$ cat config.mk
export PLATFORM = sky130hd
export DESIGN_NAME = move_interpolator_flat
export DESIGN_NICKNAME = d
export VERILOG_FILES = /design/src/rtl/move_interpolator_if.sv /design/src/rtl/move_interpolator.sv /design/src/flat_wrapper.sv
export SDC_FILE = /design/constraint.sdc
export NUM_CORES = 1
export LEC_CHECK = 0
export ABC_AREA = 0
export CORE_ASPECT_RATIO = 0.5
export CORE_MARGIN = 4
export CORE_UTILIZATION = 35
export DETAILED_ROUTE_END_ITERATION = 10
export GPL_TIMING_DRIVEN = 0
export REMOVE_ABC_BUFFERS = 1
export SLEW_MARGIN = 20
export SYNTH_ARGS = -nofsm -noshare
export SYNTH_HDL_FRONTEND = slang
export SYNTH_SLANG_ARGS = --single-unit
export TNS_END_PERCENT = 5
$ cat constraint.sdc
create_clock -name clk -period 7.4 [get_ports clk]
set_input_delay 1.85 -clock clk [delete_from_list [all_inputs] [get_ports clk]]
set_output_delay 1.85 -clock clk [all_outputs]
set_load 0.01 [all_outputs]
$ cat src/rtl/move_interpolator_if.sv
// Handshake bundle around move_interpolator: upstream command side and
// downstream setpoint side.
interface move_interpolator_if #(
    parameter int unsigned W = 14
);
    logic         cmd_valid;
    logic [4:0]   state_reg;
    logic [W-1:0] x_value;
    logic [W-1:0] y_value;
    logic         controller_ready;
    logic [W-1:0] sp_x;
    logic [W-1:0] sp_y;
    logic         sp_valid;
    logic         sp_ready;

    // Environment view: issues commands and consumes setpoints.
    modport master (
        output cmd_valid, state_reg, x_value, y_value, sp_ready,
        input  controller_ready, sp_x, sp_y, sp_valid
    );

    modport slave (
        input  cmd_valid, state_reg, x_value, y_value, sp_ready,
        output controller_ready, sp_x, sp_y, sp_valid
    );
endinterface

$ cat src/rtl/move_interpolator.sv
// Bresenham move interpolator: turns one accepted move command into a stream
// of unit-step setpoints for the inverse-kinematics stage.
module move_interpolator #(
    parameter int unsigned W        = 14,
    parameter int unsigned HOME_X   = 0,
    parameter int unsigned HOME_Y   = 0,
    parameter int unsigned STEP_DIV = 4
) (
    input  logic                clk,
    input  logic                reset,
    move_interpolator_if.slave  bus,
    output logic                pen_up,
    output logic [3:0]          tool_id,
    output logic                tool_change_pulse,
    output logic                busy
);
    localparam int unsigned RW = W + 2;
    localparam int unsigned EW = W + 3;
    localparam int unsigned DW = $clog2(STEP_DIV + 2) + 1;

    localparam int unsigned M_TOOL  = 4;
    localparam int unsigned M_RAISE = 3;
    localparam int unsigned M_REL   = 2;
    localparam int unsigned M_INCH  = 1;
    localparam int unsigned M_LIN   = 0;

    localparam logic [W-1:0] HOME_XC = W'(HOME_X);
    localparam logic [W-1:0] HOME_YC = W'(HOME_Y);

    typedef enum logic [1:0] {S_IDLE, S_LOAD, S_STEP, S_WAIT} state_t;

    state_t               state_q, state_d;
    logic                 cmd_prev_q;
    logic                 rel_q, rel_d;
    logic [W-1:0]         val_x_q, val_x_d, val_y_q, val_y_d;
    logic [W-1:0]         tx_q, tx_d, ty_q, ty_d;
    logic [W-1:0]         dx_q, dx_d, dy_q, dy_d;
    logic                 sx_q, sx_d, sy_q, sy_d;
    logic signed [EW-1:0] err_q, err_d;
    logic [DW-1:0]        div_q, div_d;
    logic [W-1:0]         sp_x_q, sp_x_d, sp_y_q, sp_y_d;
    logic                 sp_valid_q, sp_valid_d;
    logic                 pen_up_q, pen_up_d;
    logic [3:0]           tool_id_q, tool_id_d;
    logic                 tc_pulse_q, tc_pulse_d;

    logic                 accept;
    logic                 unused_inches;
    logic [W-1:0]         tgt_x, tgt_y, adx, ady;
    logic signed [EW-1:0] dx_s, dy_s, e2, nx_err;
    logic [W-1:0]         nx_x, nx_y;
    logic                 at_target, div_ok;

    // Absolute targets pass through; relative ones are offset and clamped.
    function automatic logic [W-1:0] resolve(input logic rel,
                                             input logic [W-1:0] pos,
                                             input logic [W-1:0] val);
        logic signed [RW-1:0] sum;
        sum = $signed({2'b00, pos}) + $signed({{2{val[W-1]}}, val});
        if (!rel)
            return val;
        else if (sum[RW-1])
            return '0;
        else if (sum[W])
            return '1;
        else
            return sum[W-1:0];
    endfunction

    assign accept        = bus.cmd_valid & ~cmd_prev_q & (state_q == S_IDLE);
    assign unused_inches = bus.state_reg[M_INCH];

    assign tgt_x = resolve(rel_q, sp_x_q, val_x_q);
    assign tgt_y = resolve(rel_q, sp_y_q, val_y_q);
    assign adx   = (tgt_x >= sp_x_q) ? tgt_x - sp_x_q : sp_x_q - tgt_x;
    assign ady   = (tgt_y >= sp_y_q) ? tgt_y - sp_y_q : sp_y_q - tgt_y;

    assign dx_s      = $signed(EW'(dx_q));
    assign dy_s      = $signed(EW'(dy_q));
    assign e2        = err_q <<< 1;
    assign at_target = (sp_x_q == tx_q) && (sp_y_q == ty_q);
    // Launch edge sits two cycles after the WAIT->STEP decision point.
    assign div_ok    = (32'(div_q) + 32'd2) >= STEP_DIV;

    // One Bresenham iteration from the current point.
    always_comb begin
        nx_x   = sp_x_q;
        nx_y   = sp_y_q;
        nx_err = err_q;
        if (e2 > -dy_s) begin
            nx_err = nx_err - dy_s;
            nx_x   = sx_q ? sp_x_q - W'(1) : sp_x_q + W'(1);
        end
        if (e2 < dx_s) begin
            nx_err = nx_err + dx_s;
            nx_y   = sy_q ? sp_y_q - W'(1) : sp_y_q + W'(1);
        end
    end

    // Next-state and next-register logic.
    always_comb begin
        state_d    = state_q;
        rel_d      = rel_q;
        val_x_d    = val_x_q;
        val_y_d    = val_y_q;
        tx_d       = tx_q;
        ty_d       = ty_q;
        dx_d       = dx_q;
        dy_d       = dy_q;
        sx_d       = sx_q;
        sy_d       = sy_q;
        err_d      = err_q;
        div_d      = (&div_q) ? div_q : div_q + DW'(1);
        sp_x_d     = sp_x_q;
        sp_y_d     = sp_y_q;
        sp_valid_d = sp_valid_q;
        pen_up_d   = pen_up_q;
        tool_id_d  = tool_id_q;
        tc_pulse_d = 1'b0;

        unique case (state_q)
            S_IDLE: begin
                if (accept) begin
                    rel_d   = bus.state_reg[M_REL];
                    val_x_d = bus.x_value;
                    val_y_d = bus.y_value;
                    if (bus.state_reg[M_TOOL]) begin
                        tool_id_d  = bus.x_value[3:0];
                        tc_pulse_d = 1'b1;
                    end else begin
                        pen_up_d = bus.state_reg[M_RAISE];
                        if (bus.state_reg[M_LIN])
                            state_d = S_LOAD;
                    end
                end
            end
            S_LOAD: begin
                tx_d    = tgt_x;
                ty_d    = tgt_y;
                dx_d    = adx;
                dy_d    = ady;
                sx_d    = tgt_x < sp_x_q;
                sy_d    = tgt_y < sp_y_q;
                err_d   = $signed(EW'(adx)) - $signed(EW'(ady));
                state_d = ((adx == '0) && (ady == '0)) ? S_IDLE : S_STEP;
            end
            S_STEP: begin
                sp_x_d     = nx_x;
                sp_y_d     = nx_y;
                err_d      = nx_err;
                sp_valid_d = 1'b1;
                div_d      = '0;
                state_d    = S_WAIT;
            end
            S_WAIT: begin
                if (sp_valid_q) begin
                    if (bus.sp_ready) begin
                        sp_valid_d = 1'b0;
                        if (at_target)
                            state_d = S_IDLE;
                        else if (div_ok)
                            state_d = S_STEP;
                    end
                end else if (div_ok) begin
                    state_d = S_STEP;
                end
            end
        endcase
    end

    always_ff @(posedge clk) begin
        if (reset) begin
            state_q    <= S_IDLE;
            cmd_prev_q <= 1'b0;
            rel_q      <= 1'b0;
            val_x_q    <= '0;
            val_y_q    <= '0;
            tx_q       <= HOME_XC;
            ty_q       <= HOME_YC;
            dx_q       <= '0;
            dy_q       <= '0;
            sx_q       <= 1'b0;
            sy_q       <= 1'b0;
            err_q      <= '0;
            div_q      <= '0;
            sp_x_q     <= HOME_XC;
            sp_y_q     <= HOME_YC;
            sp_valid_q <= 1'b0;
            pen_up_q   <= 1'b0;
            tool_id_q  <= '0;
            tc_pulse_q <= 1'b0;
        end else begin
            state_q    <= state_d;
            cmd_prev_q <= bus.cmd_valid;
            rel_q      <= rel_d;
            val_x_q    <= val_x_d;
            val_y_q    <= val_y_d;
            tx_q       <= tx_d;
            ty_q       <= ty_d;
            dx_q       <= dx_d;
            dy_q       <= dy_d;
            sx_q       <= sx_d;
            sy_q       <= sy_d;
            err_q      <= err_d;
            div_q      <= div_d;
            sp_x_q     <= sp_x_d;
            sp_y_q     <= sp_y_d;
            sp_valid_q <= sp_valid_d;
            pen_up_q   <= pen_up_d;
            tool_id_q  <= tool_id_d;
            tc_pulse_q <= tc_pulse_d;
        end
    end

    assign bus.controller_ready = (state_q == S_IDLE) & ~reset;
    assign bus.sp_x             = sp_x_q;
    assign bus.sp_y             = sp_y_q;
    assign bus.sp_valid         = sp_valid_q;
    assign pen_up               = pen_up_q;
    assign tool_id              = tool_id_q;
    assign tool_change_pulse    = tc_pulse_q;
    assign busy                 = (state_q != S_IDLE);
endmodule

$ cat src/flat_wrapper.sv
// flat-port wrapper written by rule: the top's interface ports become plain ports
module move_interpolator_flat 
#(
    parameter int unsigned W        = 14,
    parameter int unsigned HOME_X   = 0,
    parameter int unsigned HOME_Y   = 0,
    parameter int unsigned STEP_DIV = 4
)
  (clk, reset, pen_up, tool_id, tool_change_pulse, busy, bus_cmd_valid, bus_state_reg, bus_x_value, bus_y_value, bus_sp_ready, bus_controller_ready, bus_sp_x, bus_sp_y, bus_sp_valid);
  move_interpolator_if #(.W(W)) bus_i ();
  input  logic clk;
  input  logic reset;
  output logic pen_up;
  output logic [3:0] tool_id;
  output logic tool_change_pulse;
  output logic busy;
  input wire logic [$bits(bus_i.cmd_valid)-1:0] bus_cmd_valid;
  input wire logic [$bits(bus_i.state_reg)-1:0] bus_state_reg;
  input wire logic [$bits(bus_i.x_value)-1:0] bus_x_value;
  input wire logic [$bits(bus_i.y_value)-1:0] bus_y_value;
  input wire logic [$bits(bus_i.sp_ready)-1:0] bus_sp_ready;
  output wire logic [$bits(bus_i.controller_ready)-1:0] bus_controller_ready;
  output wire logic [$bits(bus_i.sp_x)-1:0] bus_sp_x;
  output wire logic [$bits(bus_i.sp_y)-1:0] bus_sp_y;
  output wire logic [$bits(bus_i.sp_valid)-1:0] bus_sp_valid;
  assign bus_i.cmd_valid = bus_cmd_valid;
  assign bus_i.state_reg = bus_state_reg;
  assign bus_i.x_value = bus_x_value;
  assign bus_i.y_value = bus_y_value;
  assign bus_i.sp_ready = bus_sp_ready;
  assign bus_controller_ready = bus_i.controller_ready;
  assign bus_sp_x = bus_i.sp_x;
  assign bus_sp_y = bus_i.sp_y;
  assign bus_sp_valid = bus_i.sp_valid;
  move_interpolator #(.W(W), .HOME_X(HOME_X), .HOME_Y(HOME_Y), .STEP_DIV(STEP_DIV)) u_core (.clk(clk), .reset(reset), .bus(bus_i), .pen_up(pen_up), .tool_id(tool_id), .tool_change_pulse(tool_change_pulse), .busy(busy));
endmodule
==> flow_summary.yaml <==
# physical design summary
critical_path:
  worstSetupPathDepth: 33
  timing.rr.start: "u_core.bus.sp_x[0]$_SDFFE_PP0P_"
  worstSetupStartpointType: "register"
  max_stage_delay_ps: 450
  endpoint_kind: "register"
  cp_data_required_time_ps: 7740
  path_buffers: 1
  path_class: "register to register"
  r2r_cells: 33
synth:
  edf_count: 0
  netlist_instances: 1865
  flop_cell: "dfxtp_1"
  netlist.area_leader.share: 0.203
  synthTopCellsByCount: "ha_1, inv_1, nor2_1, a21oi_1, nand2_1"
  async_flop_share: 0
  logic_family: "AND-OR/OR-AND gates"
  ys_cells: 1865
  simple_gate_area_frac: 0.191
  ys_chip_area_um2: 14300
  ys_seq_frac: 0.203
  compound_area_frac: 0.246
  ys_sh_adder: 0.176
timing:
  skew_ps: 15.8
  worst_slack_ps: -2.05
  slew_headroom: 0.304
  hold_violations: 0
  max_freq_ghz: 0.135
  maxSlewViolCount: 0
  setup_violations: 1
  tightest_slew_ps: 1040
  fin_hold_ws_ps: 456
  finalSetupTns_ps: -2.05
placement:
  port_buffers: 72
  routabilityCongestion: 0.881
  dp.cells: 2400
cts:
  cts_max_path_buffers: 2
  clock-sinks: 145
  clock.latency.late_pin_ps: 460
  tritoncts: "built"
  hold_buffers: 0
  cts_setup_buffers: 45
  ctsRootBufferMaster: "clkbuf_16"
cells_and_area:
  logic_area_um2: 11300
  largest_register: "u_core.err_q"
  largest_register_ffs: 16
  diodes: 0
  area_delta_synth_final_pct: 21.8
  nClkBuffers: 21
  fillers: 3964
  drive_gt1_frac: 0.141
  seq_share: 0.168
  mostFrequentLayoutCells: "inv_1, ha_1, nor2_1"
  n_all_buffers: 148
  comb_share: 0.647
  buffer_area_frac: 0.0777
floorplanning:
  fp.dieW_um: 294
  fp_util: 0.361
  ios: 74
  core_um2: 39600
hold_path:
  hp-start: "u_core.tool_id[2]$_SDFFE_PP0P_"
  hold_end: "u_core.tool_id[2]$_SDFFE_PP0P_"
  hold_path.class: "register to register"
  hold_depth: 2
global_route:
  grt_first_pass_wirelength_mm: 70.1
  grt.busiest_layer: "met2"
  grt_overflow: 0
  first_global_vias: 12600
drt:
  firstDrtPassIters: 5
  dr_wl_met3_mm: 2.46
  drc: 0
  ant_nets: 0
  highest_layer: "met5"
  met1Wirelength_mm: 22.0
run_status:
  status: "finished, violations left"
  violations: "negative setup slack"
Fig. 1: met1 routing
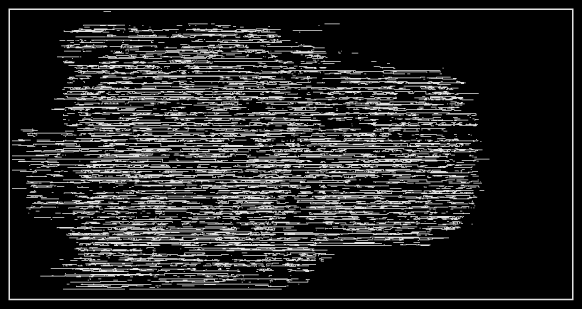
- share of all routed wire: 49%
- nets with wire on the layer: 2063
- main direction: horizontal
- wire length on this layer: 22.0 mm
- longest straight run: 79.6 um
via count: 13.7k
GR Util met1: 0.288
drt total wl: 44.5 mm

Fig. 2: M2 wires
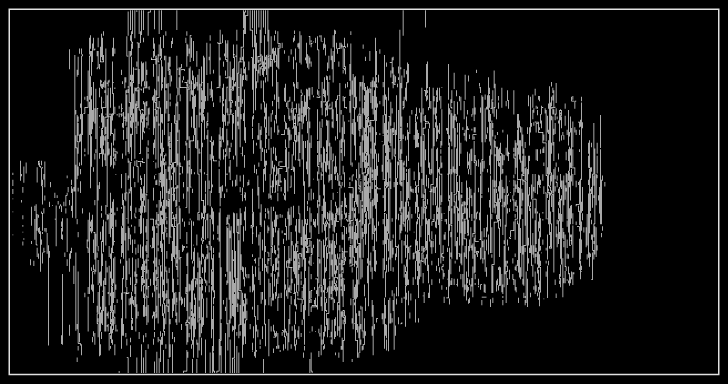
- wire length on this layer: 19300 um
- longest straight run: 67.7 um
- share of all routed wire: 43%
- nets with wire on the layer: 1777
grt met2 use: 0.306

Fig. 3: met3 routing
Scale bar: 100 um. Cells faint in the background.
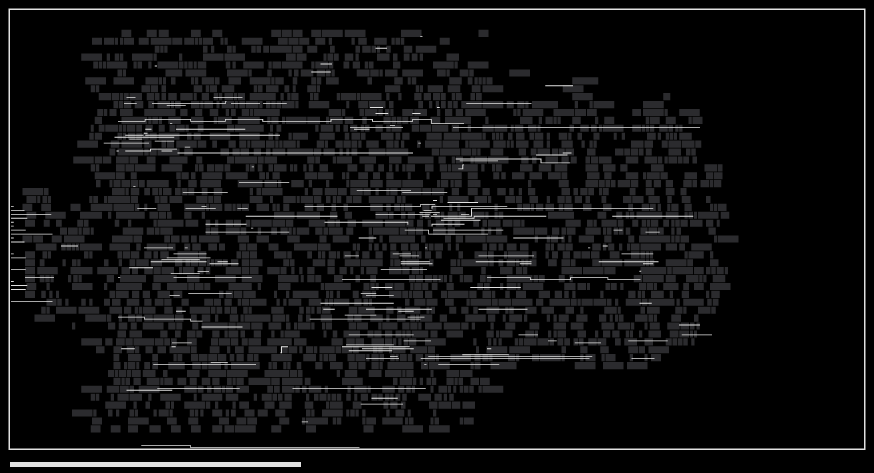
- nets with wire on the layer: 135
- longest straight run: 84.6 um
- share of all routed wire: 5.5%
GRT met3 Usage: 0.0393

Fig. 4: metal 4
Scale bar: 100 um.
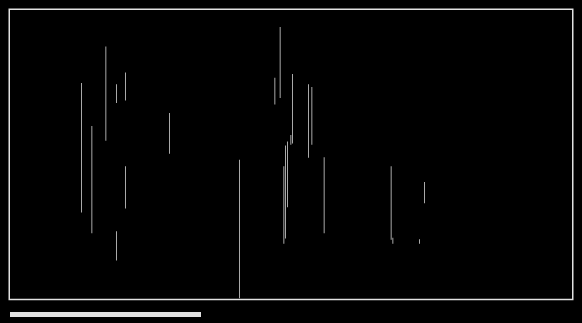
- main direction: vertical
- nets with wire on the layer: 18
- share of all routed wire: 1.6%

